### src/rtl/iob_requester_if.sv
// iob_requester_if: CPU-side request and I/O-bus-master handshake signals of the requester
interface iob_requester_if;
  logic cpureq;
  logic cpurnw;
  logic cpulds;
  logic cpuuds;
  logic cpuack;
  logic ioreq;
  logic iorw;
  logic iolds;
  logic iouds;
  logic ioact;
  logic iodone;
  logic ale1;
  logic pwpend;
  logic toerr;
  modport master (
    input  cpureq, cpurnw, cpulds, cpuuds, ioact, iodone,
    output cpuack, ioreq, iorw, iolds, iouds, ale1, pwpend, toerr
  );
  modport slave (
    output cpureq, cpurnw, cpulds, cpuuds, ioact, iodone,
    input  cpuack, ioreq, iorw, iolds, iouds, ale1, pwpend, toerr
  );
endinterface

### src/rtl/iob_requester.sv
// iob_requester: turns CPU I/O-space cycles into I/O bus master requests, with posted writes and timeout abort
module iob_requester #(
  parameter bit POSTWR = 1'b1,
  parameter int TMAX   = 1023
) (
  input logic c16m,
  input logic res,
  iob_requester_if.master bus
);
  typedef enum logic [1:0] {IDLE, REQ, ACT, DONE} state_t;
  localparam logic [9:0] TM = 10'(TMAX);
  state_t state, state_d;
  logic served, served_d, acked, acked_d;
  logic [9:0] cnt, cnt_d, cnt_inc;
  logic cap, wr_post, busy, fin, tmo;
  logic ioreq_d, iorw_d, iolds_d, iouds_d, cpuack_d, ale1_d, pwpend_d, toerr_d;
  assign busy    = state == REQ || state == ACT;
  assign cap     = state == IDLE && bus.cpureq && !served;
  assign wr_post = cap && !bus.cpurnw && POSTWR;
  assign cnt_inc = (cnt == TM) ? cnt : cnt + 10'd1;
  assign fin     = (state == REQ && bus.ioact && bus.iodone) || (state == ACT && bus.iodone);
  // completion wins over a timeout landing on the same edge
  assign tmo     = busy && !fin && cnt_inc == TM;
  always_ff @(posedge c16m or posedge res)
    if (res) begin
      state      <= IDLE;
      served     <= 1'b0;
      acked      <= 1'b0;
      cnt        <= '0;
      bus.ioreq  <= 1'b0;
      bus.iorw   <= 1'b0;
      bus.iolds  <= 1'b0;
      bus.iouds  <= 1'b0;
      bus.cpuack <= 1'b0;
      bus.ale1   <= 1'b0;
      bus.pwpend <= 1'b0;
      bus.toerr  <= 1'b0;
    end else begin
      state      <= state_d;
      served     <= served_d;
      acked      <= acked_d;
      cnt        <= cnt_d;
      bus.ioreq  <= ioreq_d;
      bus.iorw   <= iorw_d;
      bus.iolds  <= iolds_d;
      bus.iouds  <= iouds_d;
      bus.cpuack <= cpuack_d;
      bus.ale1   <= ale1_d;
      bus.pwpend <= pwpend_d;
      bus.toerr  <= toerr_d;
    end
  always_comb begin
    state_d = state;
    case (state)
      IDLE: state_d = cap ? REQ : IDLE;
      REQ:  state_d = fin ? DONE : tmo ? IDLE : bus.ioact ? ACT : REQ;
      ACT:  state_d = fin ? DONE : tmo ? IDLE : ACT;
      DONE: state_d = bus.ioact ? DONE : IDLE;
    endcase
  end
  always_comb begin
    ioreq_d  = cap || (state == REQ && state_d == REQ);
    ale1_d   = cap;
    iorw_d   = cap ? bus.cpurnw : bus.iorw;
    iolds_d  = cap ? bus.cpulds : bus.iolds;
    iouds_d  = cap ? bus.cpuuds : bus.iouds;
    cpuack_d = wr_post || ((fin || tmo) && !acked);
    acked_d  = cap ? wr_post : acked || cpuack_d;
    // a held request stays served until the CPU lets go of it
    served_d = cpuack_d || (served && bus.cpureq);
    pwpend_d = cap ? wr_post : bus.pwpend && state_d != IDLE;
    toerr_d  = bus.toerr || tmo;
    cnt_d    = cap ? '0 : busy ? cnt_inc : cnt;
  end
endmodule

### src/flat_wrapper.sv
// flat-port wrapper written by rule: the top's interface ports become plain ports
module iob_requester_flat 
#(
  parameter bit POSTWR = 1'b1,
  parameter int TMAX   = 1023
)
  (c16m, res, bus_cpureq, bus_cpurnw, bus_cpulds, bus_cpuuds, bus_ioact, bus_iodone, bus_cpuack, bus_ioreq, bus_iorw, bus_iolds, bus_iouds, bus_ale1, bus_pwpend, bus_toerr);
  iob_requester_if bus_i ();
  input logic c16m;
  input logic res;
  input wire logic [$bits(bus_i.cpureq)-1:0] bus_cpureq;
  input wire logic [$bits(bus_i.cpurnw)-1:0] bus_cpurnw;
  input wire logic [$bits(bus_i.cpulds)-1:0] bus_cpulds;
  input wire logic [$bits(bus_i.cpuuds)-1:0] bus_cpuuds;
  input wire logic [$bits(bus_i.ioact)-1:0] bus_ioact;
  input wire logic [$bits(bus_i.iodone)-1:0] bus_iodone;
  output wire logic [$bits(bus_i.cpuack)-1:0] bus_cpuack;
  output wire logic [$bits(bus_i.ioreq)-1:0] bus_ioreq;
  output wire logic [$bits(bus_i.iorw)-1:0] bus_iorw;
  output wire logic [$bits(bus_i.iolds)-1:0] bus_iolds;
  output wire logic [$bits(bus_i.iouds)-1:0] bus_iouds;
  output wire logic [$bits(bus_i.ale1)-1:0] bus_ale1;
  output wire logic [$bits(bus_i.pwpend)-1:0] bus_pwpend;
  output wire logic [$bits(bus_i.toerr)-1:0] bus_toerr;
  assign bus_i.cpureq = bus_cpureq;
  assign bus_i.cpurnw = bus_cpurnw;
  assign bus_i.cpulds = bus_cpulds;
  assign bus_i.cpuuds = bus_cpuuds;
  assign bus_i.ioact = bus_ioact;
  assign bus_i.iodone = bus_iodone;
  assign bus_cpuack = bus_i.cpuack;
  assign bus_ioreq = bus_i.ioreq;
  assign bus_iorw = bus_i.iorw;
  assign bus_iolds = bus_i.iolds;
  assign bus_iouds = bus_i.iouds;
  assign bus_ale1 = bus_i.ale1;
  assign bus_pwpend = bus_i.pwpend;
  assign bus_toerr = bus_i.toerr;
  iob_requester #(.POSTWR(POSTWR), .TMAX(TMAX)) u_core (.c16m(c16m), .res(res), .bus(bus_i));
endmodule
### config.mk
export PLATFORM = sky130hd
export DESIGN_NAME = iob_requester_flat
export DESIGN_NICKNAME = d
export VERILOG_FILES = /design/src/rtl/iob_requester_if.sv /design/src/rtl/iob_requester.sv /design/src/flat_wrapper.sv
export SDC_FILE = /design/constraint.sdc
export NUM_CORES = 1
export LEC_CHECK = 0
export ABC_AREA = 1
export CELL_PAD_IN_SITES_DETAIL_PLACEMENT = 0
export CELL_PAD_IN_SITES_GLOBAL_PLACEMENT = 1
export CORE_ASPECT_RATIO = 1.4
export CORE_MARGIN = 3
export CORE_UTILIZATION = 45
export CTS_BUF_LIST = sky130_fd_sc_hd__clkbuf_8
export CTS_CLUSTER_SIZE = 25
export DETAILED_ROUTE_END_ITERATION = 8
export PLACE_DENSITY = 0.95
export SYNTH_ARGS = -nofsm -noshare
export SYNTH_HDL_FRONTEND = slang
export SYNTH_SLANG_ARGS = --single-unit
### constraint.sdc
create_clock -name c16m -period 4.1 [get_ports c16m]
set_clock_uncertainty 0.15 [all_clocks]
set_input_delay 0.82 -clock c16m [delete_from_list [all_inputs] [get_ports c16m]]
set_output_delay 0.82 -clock c16m [all_outputs]
set_load 0.02 [all_outputs]
run_1/route_heat.png
The die is cut into 10 by 14 equal tiles; dark blue is low, red is high, scaled to the fullest tile. Values are wire area over tile area, all layers added.
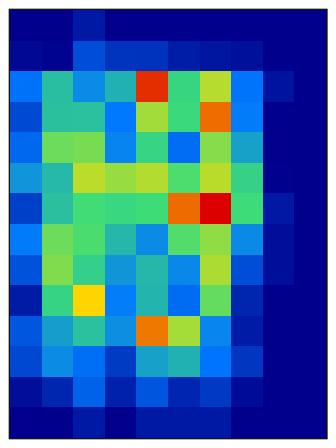
- mean over tiles: 0.12
- nearly empty tiles: 26%
- tiles over half the peak: 19%
- fullest tile: 0.48
- emptiest ninth of the die: bottom right

run_1/clock_wires.png
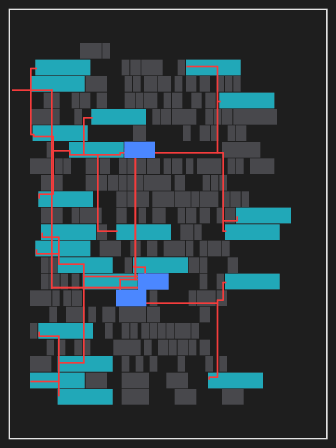
- red: clock wires (length 311 µm)
- cyan: flip-flops (count 22)
- blue: clock-net drivers (count 3)
- routed clock nets: 4
- flops lie: spread over the die

==> run summary, run 1 <==
Notes on the flow run.

- The run finished with clean final reports.
- Per the layout report, the design carries 15 non-clock buffers.
- Ranked by instance count, the synthesized netlist is headed by sky130_fd_sc_hd__nand2_1 (47), sky130_fd_sc_hd__inv_1 (31), sky130_fd_sc_hd__dfrtp_1 (22).
- Of the total power, the clock network draws 0.165.
- The run reported a max-capacitance violation count of 0.
- The depth of the worst register-to-register path is 8, for reference.
- The overall die size recorded for this design is about 3700 µm².
- According to the floorplan report, the die height is 70.7 µm.
- After its last routability iteration, the placer logged a weighted congestion of 0.890.
- For hold timing, the worst endpoint is u_core.bus.toerr.
- The critical path buffer and inverter count is 4, for reference.
- The CTS log lists the clock sinks for this run as 22.
- The signal on the critical path passes through clkdlybuf4s50_1, inv_1, nor3_1, inv_1, nor2_1, inv_1, nand2_1.
- The post-CTS hold buffer count recorded in the log is 0.
- After routing, the total negative slack on setup checks comes to 0 ns.
- Summed over all sequential cells, the power is ~0.32 mW.
- With fillers left out, the area of the finished cells amounts to 1570 µm².
- The remaining global-route overflow is 0, for reference.
- The storage element area is 551 µm², for reference.
- The report lists the number of standard-cell rows as 22.
- The biggest slice of the total power is consumed by combinational logic.
- TritonCTS built the clock tree.
- The count of inserted antenna diode cells is 0, for reference.
- For this run, combinational gates with multiple inputs come to approximately 120.
- The number of setup buffers added after CTS is 0, for reference.
- The combinational share of cell area is 0.425, for reference.
- The largest register by flop count is u_core.cnt.
- The area fraction in and, or, nand and nor cells after synthesis is 0.360, for reference.
- The number of design rule violations left after detail routing is 0, for reference.
- Warnings reported by Yosys during synthesis add up to 0.
- The critical path capture point type is a register, for reference.
- The first global-routing pass estimated 4660 µm of wire.
- Leaving out filler cells and counting taps, the final layout contains 228.
- The measured slew at the worst slew-check pin is around 0.86 ns, for reference.
- The number of instances in the synthesized netlist is 177, for reference.
- The termination of the worst setup path is u_core.bus.pwpend, for reference.
- The sequential cell count is 22, for reference.
- Across all checked pins, the minimum headroom to the slew limit is 0.429.
- The layout report lists the non-clock buffer share of cell area as 0.0956.
- The chip area in the Yosys report is 1350 µm², for reference.
- The cell area after placement is 1530 µm², for reference.
- The fraction of the core area occupied by cells at floorplan is 0.494, for reference.
- After synthesis, the cell types taking the most area are sky130_fd_sc_hd__dfrtp_1 (41%), sky130_fd_sc_hd__nand2_1 (13%), sky130_fd_sc_hd__inv_1 (8.7%).
- The data arrival time of the critical path is 2.62 ns, for reference.
- The average wire length per cell after detail routing is 12.2 µm, for reference.
- The share of cell area taken by muxes after synthesis is 0, for reference.
- The area taken by multi-input combinational cells is reported as 667 µm².
- The overall power consumption is 0.817 mW, for reference.
- The number of global-route vias before repair came to 1099.
- The type of the worst setup path is in -> reg, for reference.
- Per the synth stats, the proportion of register bits with asynchronous set or reset is 1.00.
- The startpoint of the tightest hold check path is u_core.bus.toerr, for reference.
- The registers reported with the highest flop counts are u_core.cnt: 10 flops, u_core.state: 2 flops.
- Detailed placement finished with a half-perimeter wire length of 2120 µm.
- The hold path depth is 2, for reference.
- The number of inverters outside the clock class in the layout is 31, for reference.
- Summed over all nets, the switching power comes to 0.343 mW.
- The clock latency on the worst-skew pair is 0.26 ns, for reference.
- Across the VDD grid, the largest voltage drop is 427 µV.
- The most numerous cell type found on the critical path is sky130_fd_sc_hd__inv_1.
- The dominant logic cell type in the layout is sky130_fd_sc_hd__nand2_1, for reference.
run_1/placed.png
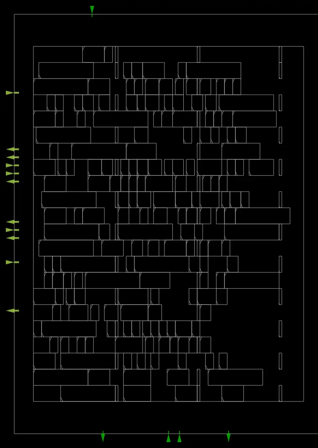
tap cells: 36
proportion of cell area occupied by registers: 0.351

[run 1: per-layer routing]
| layer | wire length (µm) | up-vias | global-route usage | part of all wire |
|---|---|---|---|---|
| li1 | - | 586 | - | - |
| met4 | 73 | 0 | 0.0795 | 0.026 |
| met2 | 1440 | 28 | 0.278 | 0.52 |
| met3 | 144 | 6 | 0.0421 | 0.052 |
| met5 | 0 | - | 0 | 0 |
| met1 | 1130 | 556 | 0.187 | 0.40 |
[run 1: stage by stage]
| step | setup slack (ns) | util |
|---|---|---|
| CTS | 1.53 | 0.576 |
| detailed placement | 1.24 | 0.561 |
| finish | 1.53 | 0.576 |
| floorplan | 2.08 | - |
| global route | 1.22 | 0.576 |
| global placement | 1.40 | 0.561 |
run_1/sizing.png
Scale bar: 20 µm.
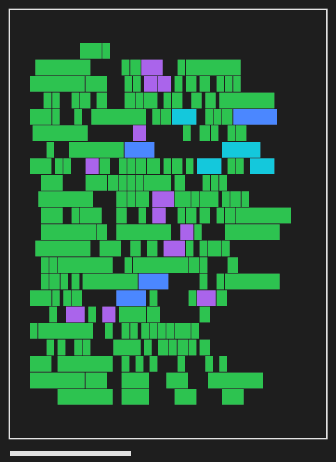

==> run 2: changes to the inputs <==
Settings changed: CORE_UTILIZATION 45 to 38, PLACE_DENSITY 0.95 to 0.87.
Clock period 4.1 ns to 2.12 ns, I/O delays scaled along.
run_2/sizing.png
Scale bar: 20 µm.
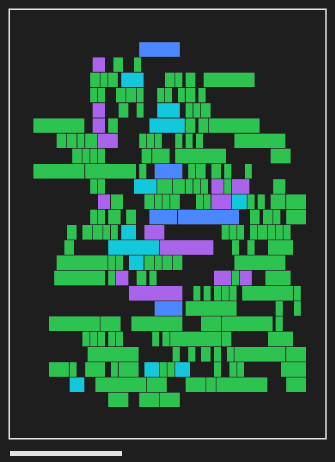
- cyan: x3 and x4 (cells 11; share 5.5%; most used buf_4)
- purple: x2 (cells 14; share 7.0%; most used nand2_2)
- green: x1 and smaller (cells 169; share 85%; most used nand2_1)
- blue: x6 and larger (cells 5; share 2.5%; most used clkbuf_8)

run_2/ff_map.png
Scale bar: 20 µm.
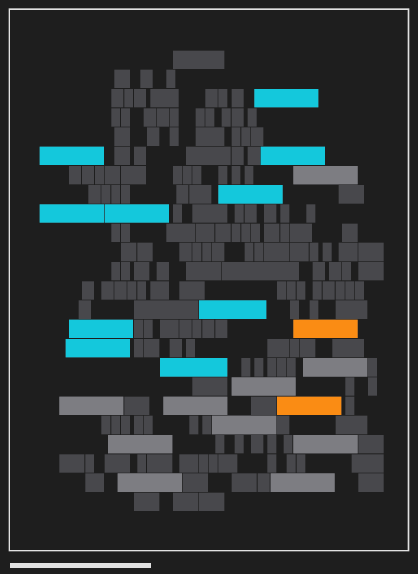
- cyan: `u_core.cnt` (flops 10)
- orange: `u_core.state` (flops 2)
- not colored: 10
sequential power: 0.619 mW
proportion of cell area occupied by registers: 0.332
share of the core filled with cells in the final layout: 0.513
Register Area: 553 µm²

run_2/route_heat.png
The die is cut into 11 by 15 equal tiles; dark blue is low, red is high, scaled to the fullest tile. Values are wire area over tile area, all layers added.
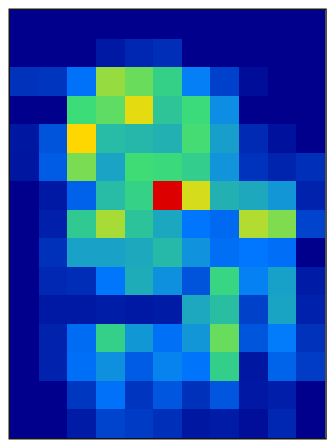
routed vias: 1170
final wirelength: 2980 µm

==> run 2 against run 1 <==
Effect of this change:
- die area is 17% higher
- global-route usage is 1.5 points lower
- utilization is 6.3 points lower
- combinational power is 120% higher
- register-to-register slack worse by 1.7 ns
- synthesized cell count stayed put
- final area is 6.0% higher
- non-clock buffer count is 6 higher
- critical path depth is 6 higher
- largest cell class unchanged
- largest power group unchanged
==> run summary, run 2 <==
Notes on the flow run.

- Detailed placement reports a standard cell area of 1580 µm².
- The count of warnings emitted by yosys is 0, for reference.
- The final weighted congestion in routability-driven placement is 0.830, for reference.
- The overall power consumption is 1.80 mW, for reference.
- The measured slew at the worst slew-check pin is 0.293 ns, for reference.
- The combinational share of cell area is 0.408, for reference.
- The area fraction in and, or, nand and nor cells after synthesis is 0.360, for reference.
- The accumulated negative setup slack is 0 ns, for reference.
- More flip-flops sit in one register than any other, and that register is u_core.cnt.
- The count of max-cap constraint violations is 0, for reference.
- The worst hold path was traced through 2 stages.
- Per the OpenROAD floorplan log, the height of the die is 76.4 µm.
- The final antenna diode tally reported by the flow is 0.
- The chip area in the Yosys report is between 1000 and 1500 µm², for reference.
- The cell sequence reported for the critical path is ha_4, nand3_1, nand3b_1, o21ai_1, nand2_1, nor2_2, nand3_2, nand2_1, nand2_1, nand2_2, nand2_1, nand2_1, nand2_1.
- The startpoint of the tightest hold check path is u_core.bus.iolds, for reference.
- The critical path buffer and inverter count is 0, for reference.
- Excluding fillers, the count of instances in the completed layout stands at 238.
- After layout, the inverter instance count without clock inverters stands at 31.
- After floorplanning, the die was sized to cover roughly 4300 µm².
- The fraction of the core area occupied by cells at floorplan is 0.415, for reference.
- The number of setup buffers added after CTS is 0, for reference.
- Global routing finished with a remaining overflow of 0.
- The worst setup path is captured at a register.
- The clock latency on the worst-skew pair is ~0.26 ns, for reference.
- In this run the VDD rail shows a maximum IR drop of ~660 µV.
- Setup slack closes at 0.188 ns.
- The TritonCTS clock tree is done, for reference.
- The flow ran to the end, and the final reports show no timing, DRC or antenna violations.
- The depth of the worst register-to-register path is 13, for reference.
- The first global-routing pass estimated between 5000 and 6000 µm of wire.
- Per STA, the endpoint of the critical path is u_core.bus.pwpend.
- Yosys reported that registers with async set or reset make up 1.00.
- By count the netlist is led by sky130_fd_sc_hd__nand2_1 (47), sky130_fd_sc_hd__inv_1 (31), sky130_fd_sc_hd__dfrtp_1 (22).
- The non-clock buffer instance count of the final layout is 21, for reference.
- The multi-input logic area is 679 µm², for reference.
- For the completed layout, the total cell area is recorded as 1660 µm².
- The registers reported with the highest flop counts are u_core.cnt: 10 flops, u_core.state: 2 flops.
- Leaving out fill and tap cells, the most frequent cell in the layout is sky130_fd_sc_hd__nand2_1.
- The number of sequential cells reported for the layout is 22.
- Measured on the final layout, buffering overhead outside the clock network stands at 0.117.
- According to the dpl log, the detail-placed design has an HPWL of 2300 µm.
- The number of instances in the synthesized netlist is 177, for reference.
- The type of the worst setup path is reg -> reg, for reference.
- Headroom to the max-slew limit came out at 0.805.
[run 2: worst min-delay path: cells and delay by family, from the launching register on]
family | cells | cell delay (ns)
flops | 1 | 0.35
simple gates | 2 | 0.10
[run 2: power breakdown]
group          switching (mW)  internal [mW]
sequential             0.0835          0.536
combinational           0.476          0.314
clock                   0.136          0.252
total                   0.695           1.10
[run 2: logic make-up (layout without fill, tap and decap cells)]
logic type,Yosys count,in the layout
AND-OR/OR-AND,20,20
XOR/XNOR,1,1
adder cells (fa/ha/maj),5,5
buffers and inverters,34,56
flip-flops,22,22
AND/OR/NAND/NOR,95,95
[run 2: per-layer routing]
| metal | share of wire | global-route usage |
|---|---|---|
| met3 | 0.033 | 0.0203 |
| met2 | 0.55 | 0.275 |
| met4 | 0.013 | 0.0523 |
| met1 | 0.41 | 0.172 |
| met5 | 0 | 0 |
Power is estimated from default activity; no workload was simulated.
